run_1/met3.png
Scale: 1.5 px per µm.
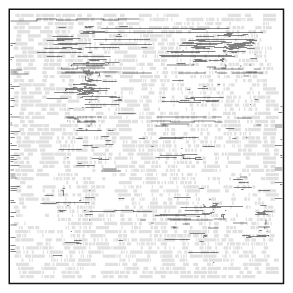
run_1/metal_stack.png
Scale: 1.5 px per µm.
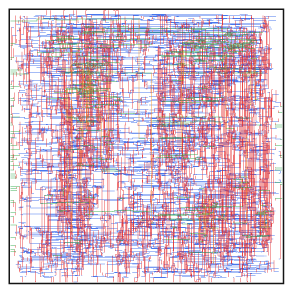
run_1/registers.png
Scale: 1.5 px per µm.
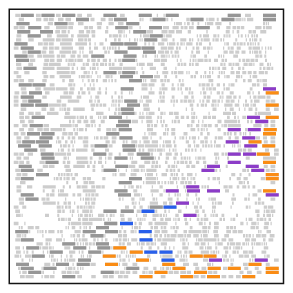
==> config.mk <==
export PLATFORM = sky130hd
export DESIGN_NAME = fp_add_seq_flat
export DESIGN_NICKNAME = d
export VERILOG_FILES = /design/src/rtl/fp_add_seq_if.sv /design/src/rtl/fp_add_seq.sv /design/src/flat_wrapper.sv
export SDC_FILE = /design/constraint.sdc
export NUM_CORES = 1
export LEC_CHECK = 0
export ABC_CLOCK_PERIOD_IN_PS = 8600
export CAP_MARGIN = 20
export CORE_MARGIN = 2
export CORE_UTILIZATION = 51
export CTS_CLUSTER_SIZE = 10
export DETAILED_ROUTE_END_ITERATION = 12
export PLACE_DENSITY_LB_ADDON = 0.05
export SKIP_LAST_GASP = 1
export SLEW_MARGIN = 20
export SYNTH_ARGS = -nofsm -noshare
export SYNTH_HDL_FRONTEND = slang
export SYNTH_SLANG_ARGS = --single-unit
==> constraint.sdc <==
create_clock -name clk -period 8.6 [get_ports clk]
set_input_delay 1.72 -clock clk [delete_from_list [all_inputs] [get_ports clk]]
set_output_delay 1.72 -clock clk [all_outputs]
set_load 0.03 [all_outputs]
==> job_summary.md, run 1 <==
### Flow metrics

| Metric | Value |
|---|---|
| Setup bufs post-CTS | 0 |
| Worst-Skew Late Latency | 0.46 ns |
| Worst Path Max Fanout | 64 |
| Crit. End Element | flip-flop |
| Largest net degree at the start of global routing | 143 |
| Top area contributor share | 29.34% |
| CTS Buf Count | 17 |
| Mi-comb count | 1,452 |
| Sequential area share after synthesis | 29.34% |
| Layout area overhead | 11.36% |
| Yosys reg bits | 189 |
| FF-to-FF setup slack | 3.99 ns |
| Setup ws final | 3.988 ns |
| First-pass GRT wire length | 82,620 µm |
| Outcome | complete, no violations |
| H-tree depth | 4 |
| Post-Syn Instances | 1,868 |
| DRC Markers | 0 |
| Die W | 181.8 µm |
| Worst Max-Slew Pin Slew | 0.9926 ns |
| Final std cells w/o fill | 2,305 |
| Initial antenna violation count | 0 |
| Clock buffers | 18 |
| Antenna viol nets, final | 0 |
| Grt ovf | 0 |
| Chip Area, Yosys | 16,120 µm² |
| CTS tree | yes |
| CP dominant cell by count | a21oi_1 |
| Synth area leader | dfrtp_1 |
| Largest cells by area | dfrtp_1, ha_1, mux2i_1, mux2_2, nand2_1 |
| Startpoint type of the worst setup path | flip-flop |
| Async set or reset register ratio after synthesis | 100.0% |
| Crit-path max cell delay | 0.63 ns |
| Non-clk buf share | 6.595% |
| Setup TNS | 0 ns |
| Post-DR vias/cell | 6.536 |
| Dominant flop cell | dfrtp_1 |
| MaxCap Viol Count | 0 |
| Synth cell count leaders | dfrtp_1, nand2_1, nor2_1 |
| Tool warnings | 82 |
| Crit path DAT | 4.92 ns |
Back to the opening pictures, met3.png:
The wires run mostly horizontal. The layer carries 3,020 µm of wire. The longest straight run is 114 µm. 259 nets have wire on it.
via count: 15,065
final wirelength: 51,990 µm
met3 Use GR: 3.951%

Back to the opening pictures, metal_stack.png:
Key: met4 = orange [wire length 1,170 µm]; met3 = green [wire length 3,020 µm]; met1 = blue [wire length 24.0 mm]; met2 = red [wire length 23.8 mm]
total track usage: 31.71%
per-cell routed wire length: 22.55 µm

Back to the opening pictures, registers.png:
Key: `u_core.bus.result` = orange [placed flops 32]; `u_core.man` = purple [placed flops 24, where right middle]; `u_core.exp` = blue [placed flops 8, where bottom middle]
Another 125 sequential cells are not colored.
sequential share of cell area: 26.35%
Final Util: 57.32%
sequential cell area: 4730 µm²

run 1: metal layers:
| metal | vias to the layer above | track usage (%) | wire [µm] | part of all wire [%] |
|---|---|---|---|---|
| li1 | 6963 | - | - | - |
| met1 | 7398 | 46.04 | 23960 | 46 |
| met2 | 619 | 50.28 | 23840 | 46 |
| met3 | 85 | 3.951 | 3016 | 5.8 |
| met4 | 0 | 7.967 | 1171 | 2.3 |
| met5 | - | 0 | 0 | 0 |
run 1: logic make-up after synthesis:
logic type                 count (synthesis)  synth area share (%)
AOI/OAI and AO/OA                        570                 24.11
and+or+nand+nor                          545                 16.01
buffers and inverters                    230                 5.589
DFF                                      189                 29.34
muxes                                    188                 14.36
adders and majority gates                103                 8.275
xor gates and xnor gates                  42                 2.282
other                                      1               0.02327
run_1/clock_map.png
Scale: 2 px per µm.
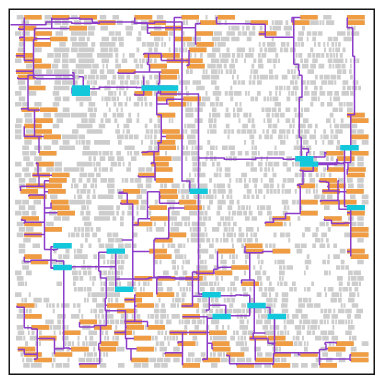

## Run 2: what changed since run 1
--- a/config.mk
+++ b/config.mk
@@ -5,7 +5,7 @@
 export SDC_FILE = /design/constraint.sdc
 export NUM_CORES = 1
 export LEC_CHECK = 0
-export ABC_CLOCK_PERIOD_IN_PS = 8600
+export ABC_CLOCK_PERIOD_IN_PS = 4450
 export CAP_MARGIN = 20
 export CORE_MARGIN = 2
 export CORE_UTILIZATION = 51
==> constraint.sdc (replaced) <==
create_clock -name clk -period 4.45 [get_ports clk]
set_input_delay 0.89 -clock clk [delete_from_list [all_inputs] [get_ports clk]]
set_output_delay 0.89 -clock clk [all_outputs]
set_load 0.03 [all_outputs]
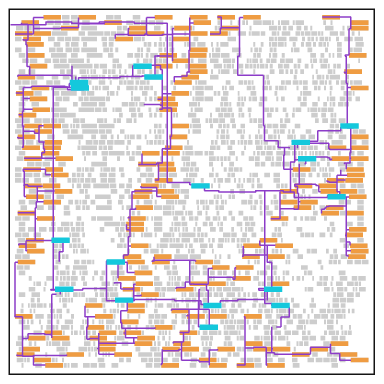
run_2/clock_map.png
Scale: 2 px per µm.
Key: clock wires = purple [length 2,590 µm]; flip-flops = orange [count 189]; cells driving clock nets = cyan [count 17]
There are 18 routed clock nets.
Setup Skew: 0.02122 ns

==> job_summary.md, run 2 <==
### Flow metrics

| Metric | Value |
|---|---|
| Per-cell routed wire length | 22.62 µm (+0.31%) |
| Setup ws final | 0.2493 ns (-3.739 ns) |
| Crit path DAT | 4.55 ns (-0.37 ns) |
| Post-DR vias/cell | 6.535 (about the same) |
| Top area contributor share | 29.34% (unchanged) |
| Tool warnings | 80 (-2.4%) |
| DRC Markers | 0 (unchanged) |
| XOR Share, Synth | 2.282% (unchanged) |
| Worst-Skew Late Latency | 0.47 ns (about the same) |
| Die W | 181.8 µm (unchanged) |
| Yosys aoi share | 24.11% (unchanged) |
| Crit. End Element | flip-flop |
| Outcome | complete, no violations |
| Yosys reg bits | 189 (unchanged) |
| FF-to-FF setup slack | 0.25 ns (-3.74 ns) |
| Layout area overhead | 14.70% |
| Post-Syn Instances | 1,868 (unchanged) |
| Setup bufs post-CTS | 0 (unchanged) |
| Worst Path Max Fanout | 15 (-77%) |
| Clock Sinks | 189 |
| Largest cells by area | dfrtp_1, ha_1, mux2i_1, mux2_2, nand2_1 |
| MaxCap Viol Count | 0 (unchanged) |
| Startpoint type of the worst setup path | flip-flop |
| Mux area share | 14.36% (unchanged) |
| Yosys simple share | 16.01% (unchanged) |
| Crit-path max cell delay | 0.54 ns (-0.09 ns) |
| Sequential area share after synthesis | 29.34% (unchanged) |
| Dominant flop cell | dfrtp_1 |
| Top Ports | 102 |
| Setup TNS | 0 ns (unchanged) |
| First-pass GRT wire length | 84,690 µm (+2.5%) |
| Async set or reset register ratio after synthesis | 100.0% (unchanged) |
| Synth cell count leaders | dfrtp_1, nand2_1, nor2_1 |
| Synth logic family | AND-OR/OR-AND gates |
| Largest net degree at the start of global routing | 81 (-43%) |
| Grt ovf | 0 (unchanged) |
| Antenna viol nets, final | 0 (unchanged) |
| Fp util | 51.48% |
| Worst Max-Slew Pin Slew | 1.089 ns (+0.09591 ns) |
| Adders+Majority by Area | 8.275% (unchanged) |
| Initial antenna violation count | 0 (unchanged) |
| H-tree depth | 4 (unchanged) |
| CTS tree | yes |
| Final Util | 59.04% (+1.7 points) |
| Final std cells w/o fill | 2,374 (+3.0%) |
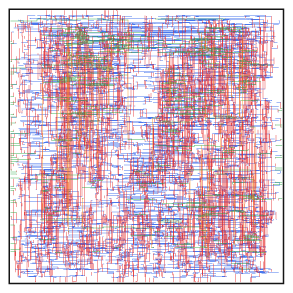
run_2/metal_stack.png
Scale: 1.5 px per µm.
Key: met1 = blue [wire length 23.7 mm]; met4 = orange [wire length 1,850 µm]; met3 = green [wire length 3,490 µm]; met2 = red [wire length 24.7 mm]
final wirelength: 53,710 µm
total track usage: 32.61%

==> run 2: cell counts after synthesis <==
Identical to the previous run, type by type.
==> run 2: final cells by class <==
type / count / area [µm²] / area share [%]
Sequential cell: 189 / 4730 / 25.58
Clock inverter: 14 / 167.7 / 0.9069
Multi-Input combinational cell: 1452 / 10540 / 57.02
Inverter: 106 / 401.6 / 2.173
Timing Repair Buffer: 193 / 1714 / 9.272
Clock buffer: 18 / 429.2 / 2.321
Tap cell: 402 / 503.0 / 2.721
==> run 2: routing by layer <==
layer / GRT usage, % / up-vias / wire length (µm) / part of all wire, %
met5: 0 / - / 0 / 0
met4: 12.16 / 0 / 1850 / 3.4
met3: 4.312 / 112 / 3489 / 6.5
met2: 52.31 / 708 / 24700 / 46
met1: 45.13 / 7591 / 23670 / 44
li1: - / 7102 / - / -
